--- config.mk ---
export PLATFORM = sky130hd
export DESIGN_NAME = int_request_unit
export DESIGN_NICKNAME = d
export VERILOG_FILES = /design/src/rtl/int_request_unit.sv
export SDC_FILE = /design/constraint.sdc
export NUM_CORES = 1
export LEC_CHECK = 0
export CAP_MARGIN = 20
export CORE_MARGIN = 1.5
export CORE_UTILIZATION = 54
export DETAILED_ROUTE_END_ITERATION = 16
export HOLD_SLACK_MARGIN = 0.02
export PLACE_DENSITY_LB_ADDON = 0.2
export RECOVER_POWER = 100
export SYNTH_ARGS = -nofsm -noshare
export SYNTH_HDL_FRONTEND = slang
export SYNTH_SLANG_ARGS = --single-unit
--- constraint.sdc ---
create_clock -name clk -period 4 [get_ports clk]
set_input_delay 0.8 -clock clk [delete_from_list [all_inputs] [get_ports clk]]
set_output_delay 0.8 -clock clk [all_outputs]
set_load 0.01 [all_outputs]
--- src/rtl/int_request_unit.sv ---
// Interrupt initiator: latches peripheral IRQ edges, masks and prioritises them and drives one
// of two level request lines to the CPU controller. Optional completion timeout: IRQ_TIMEOUT_EN.
module int_request_unit #(
  parameter int NUM_SRC        = 8,
  parameter int GAP_CYCLES     = 2,
  parameter int TIMEOUT_CYCLES = 1024
) (
  input  logic               clk,
  input  logic               rst,
  input  logic [NUM_SRC-1:0] i_irq,
  input  logic               i_recovery,
  input  logic               i_cfg_we,
  input  logic [1:0]         i_cfg_addr,
  input  logic [15:0]        i_cfg_wdata,
  output logic [15:0]        o_cfg_rdata,
  output logic               o_inta,
  output logic               o_intb,
  output logic [3:0]         o_int_id,
  output logic               o_busy
);
  localparam int GW = $clog2(GAP_CYCLES + 1);

  typedef enum logic [1:0] {IDLE, ASSERT, GAP} state_t;

  state_t             state, state_next;
  logic [NUM_SRC-1:0] sync1, sync2, sync3;
  logic [NUM_SRC-1:0] pending, mask, route;
  logic [NUM_SRC-1:0] rise, cand, win_oh, grant_clr, w1c;
  logic [3:0]         win, id_next;
  logic               grant, route_bit, timeout_hit, timeout_flag;
  logic               inta_next, intb_next;
  logic [GW-1:0]      gap_cnt, gap_next;
  logic               unused_wdata;

  assign unused_wdata = ^i_cfg_wdata;

  // Two-stage synchroniser plus a third stage for rising-edge detection
  always_ff @(posedge clk or posedge rst) begin
    if (rst) begin
      sync1 <= '0;
      sync2 <= '0;
      sync3 <= '0;
    end else begin
      sync1 <= i_irq;
      sync2 <= sync1;
      sync3 <= sync2;
    end
  end

  assign rise = sync2 & ~sync3;
  assign cand = pending & mask;

  always_comb begin
    win    = '0;
    win_oh = '0;
    for (int i = NUM_SRC - 1; i >= 0; i--) begin
      if (cand[i]) begin
        win       = 4'(i);
        win_oh    = '0;
        win_oh[i] = 1'b1;
      end
    end
  end

  assign route_bit = |(route & win_oh);
  assign grant_clr = grant ? win_oh : '0;
  assign w1c       = (i_cfg_we && i_cfg_addr == 2'd2) ? i_cfg_wdata[NUM_SRC-1:0] : '0;

  // A new edge wins over a same-cycle grant clear or W1C
  always_ff @(posedge clk or posedge rst) begin
    if (rst) begin
      pending <= '0;
      mask    <= '0;
      route   <= '0;
    end else begin
      pending <= (pending & ~grant_clr & ~w1c) | rise;
      if (i_cfg_we && i_cfg_addr == 2'd0) mask  <= i_cfg_wdata[NUM_SRC-1:0];
      if (i_cfg_we && i_cfg_addr == 2'd1) route <= i_cfg_wdata[NUM_SRC-1:0];
    end
  end

`ifdef IRQ_TIMEOUT_EN
  localparam int TW = $clog2(TIMEOUT_CYCLES + 1);
  logic [TW-1:0] tmo_cnt;
  logic          abort;

  assign timeout_hit = (state == ASSERT) && (tmo_cnt == TW'(TIMEOUT_CYCLES - 1));
  assign abort       = timeout_hit && !i_recovery;

  always_ff @(posedge clk or posedge rst) begin
    if (rst) begin
      tmo_cnt      <= '0;
      timeout_flag <= 1'b0;
    end else begin
      if (grant) tmo_cnt <= '0;
      else if (state == ASSERT) tmo_cnt <= tmo_cnt + TW'(1);
      if (abort) timeout_flag <= 1'b1;
      else if (i_cfg_we && i_cfg_addr == 2'd3 && i_cfg_wdata[14]) timeout_flag <= 1'b0;
    end
  end
`else
  assign timeout_hit  = 1'b0;
  assign timeout_flag = 1'b0;
`endif

  always_ff @(posedge clk or posedge rst) begin
    if (rst) begin
      state    <= IDLE;
      o_inta   <= 1'b0;
      o_intb   <= 1'b0;
      o_int_id <= '0;
      gap_cnt  <= '0;
    end else begin
      state    <= state_next;
      o_inta   <= inta_next;
      o_intb   <= intb_next;
      o_int_id <= id_next;
      gap_cnt  <= gap_next;
    end
  end

  // GAP leaves one cycle early so the next grant lands GAP_CYCLES+1 cycles after completion
  always_comb begin
    state_next = state;
    grant      = 1'b0;
    inta_next  = o_inta;
    intb_next  = o_intb;
    id_next    = o_int_id;
    gap_next   = gap_cnt;
    case (state)
      IDLE: begin
        if (|cand) begin
          grant      = 1'b1;
          id_next    = win;
          inta_next  = !route_bit;
          intb_next  = route_bit;
          state_next = ASSERT;
        end
      end
      ASSERT: begin
        if (i_recovery || timeout_hit) begin
          inta_next  = 1'b0;
          intb_next  = 1'b0;
          gap_next   = GW'(GAP_CYCLES);
          state_next = GAP;
        end
      end
      GAP: begin
        gap_next = gap_cnt - GW'(1);
        if (gap_cnt <= GW'(1)) state_next = IDLE;
      end
      default: state_next = IDLE;
    endcase
  end

  assign o_busy = (state == ASSERT);

  always_comb begin
    o_cfg_rdata = '0;
    case (i_cfg_addr)
      2'd0:    o_cfg_rdata[NUM_SRC-1:0] = mask;
      2'd1:    o_cfg_rdata[NUM_SRC-1:0] = route;
      2'd2:    o_cfg_rdata[NUM_SRC-1:0] = pending;
      default: o_cfg_rdata = {o_busy, timeout_flag, 10'd0, o_int_id};
    endcase
  end
endmodule

==> job_summary.md <==
### Yosys + OpenROAD results

| Metric | Value |
|---|---|
| Run status | finished, violations left |
| Failing checks | capacitance limit, slew limit |
| Routed WL | 5240 um |
| Sequential cell area | 0.00143 mm2 |
| Max Fclk | 285 MHz |
| Crit path DRT | 3.20 ns |
| Slew Limit Fails | 9 |
| Max Root-Sink Buffers | 2 |
| Final cell count without fillers | 315 |
| Primary FF master, synth | dfrtp_1 |
| Area Overhead vs Synth | 21.6% |
| Count of buffers from port buffering | 36 |
| Maxcap violations | 1 |
| Number of detailed-route iterations in the first pass | 6 |
| IO Pins | 53 |
| Setup clock skew after layout | 0.00937 ns |
| Die y size | 71.7 um |
| Critical Path End Type | output port |
| OpenROAD warning count | 34 |
| Transition at the pin with the smallest max-transition slack | 1.51 ns |
| Number of placed instances, taps included | 299 |
| Largest voltage drop on the vdd net | 333 uV |
| Count of different cell masters after synthesis | 41 |
| Final min period | 3.51 ns |
| DRC marker count from the first detailed-route iteration | 231 |
| Layout Nets | 289 |
| Post-route clock period utilization | 87.7% |
| Post-synth area from yosys stat | 0.00255 mm2 |
| Vias per cell | 5.86 |
| Total clock buffers created by CTS | 9 |
| Setup Fix Bufs, Post-CTS | 0 |
| Family with the most delay on the worst path | buffers and inverters |
| Die Size | 0.00515 mm2 |
| Number of cell instances after yosys synthesis | 212 |
| WL/cell | 16.6 um |
| WHS Path Cells | 0 |
| Number of buffers inserted by hold repair at cts | 0 |
| Non-clock buffer count in the final layout | 40 |
| Global-route wire length before repair | 8950 um |
| Total negative setup slack | 0 ns |
| Power density over the cells | 609 mW/mm2 |
| Worst setup SP type | primary input |
| CP cell instances | dlygate4sd3_1 -> mux4_2 -> dlygate4sd3_1 |
| Most numerous cell on the critical path | dlygate4sd3_1 |
| Number of synthesized flops with an enable pin | 0 |
| Logic share of the area | 31.7% |
| Portion of the post-synthesis area used by sequential elements | 55.9% |
cell usage in the layout, fill, tap and decap left out, types with 2 or more instances in the layout:
master	synthesis	layout
dfrtp_1	57	57
nand2_1	30	30
dlygate4sd3_1	0	26
mux2_1	16	16
inv_1	13	13
clkbuf_8	0	13
clkdlybuf4s50_1	0	10
o21ai_0	8	9
a32o_1	8	8
conb_1	1	8
nor2_1	7	7
nand3_1	7	7
a21oi_1	6	6
nand4_1	5	5
mux2i_1	5	5
and2_1	4	3
mux4_2	3	3
buf_4	9	3
nand2b_1	2	2
a22oi_4	2	2
a41oi_1	1	2
a32oi_1	2	2
o221ai_1	2	2
nand3b_1	1	2
clkinv_2	0	2
clkbuf_1	0	2
cells by family after synthesis:
family                     Yosys count  share of synthesized area [%]
and+or+nand+nor                     63                           12.7
DFF                                 57                           55.9
AOI/OAI and AO/OA                   40                           13.5
buffers and inverters               25                           5.15
muxes                               25                           12.1
adders and majority gates            1                          0.490
other                                1                          0.147
report_power, final:
part | internal [W] | switching [W] | total, W
clock | 0.000290 | 0.000217 | 0.000507
combinational | 0.000275 | 0.000287 | 0.000562
sequential | 0.000689 | 0.000133 | 0.000822
metal layers:
metal | track usage (%) | up-vias | wire (um)
met3 | 7.59 | 14 | 291
li1 | - | 840 | -
met1 | 31.1 | 930 | 2330
met4 | 11.3 | 0 | 127
met2 | 35.5 | 61 | 2480
met5 | 0 | - | 0
metrics by stage:
stage               area [um2]  util (%)  hold WS [ns]  total power (W)  worst slack (ns)
global route              3100      69.8         0.355          0.00202             0.411
detailed placement        2950      66.4         0.338          0.00142             0.583
floorplan                 2580         -         0.331          0.00119              1.61
CTS                       3140      70.7         0.351          0.00193             0.579
global placement          2950      66.4         0.332          0.00139             0.608
finish                    3100      69.8         0.347          0.00189             0.493
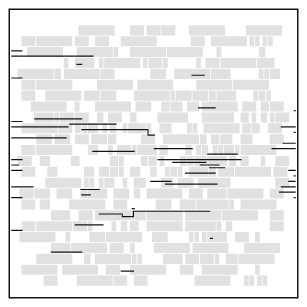
**Above:** signal wires on met3.
Scale: 4 px per um.
The wires run mostly horizontal. 36 nets have wire on it. The longest straight run is 20.7 um. The layer carries 291 um of wire.

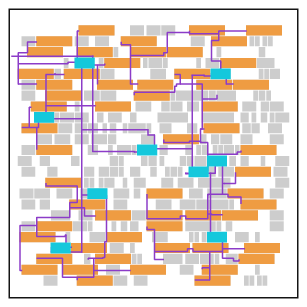
**Above:** clock wires, drivers and flops.
Scale: 4 px per um.
Key: purple = clock wires [length 708 um]; cyan = clock drivers [count 9]; orange = flip-flops [count 57]
There are 10 routed clock nets. Position of the flops: all over the die.
clock latency on the worst-skew pair: 0.34 ns
part of the power in the clock network: 26.8%
clock network power: 0.000507 W

Power is estimated from default activity; no workload was simulated.
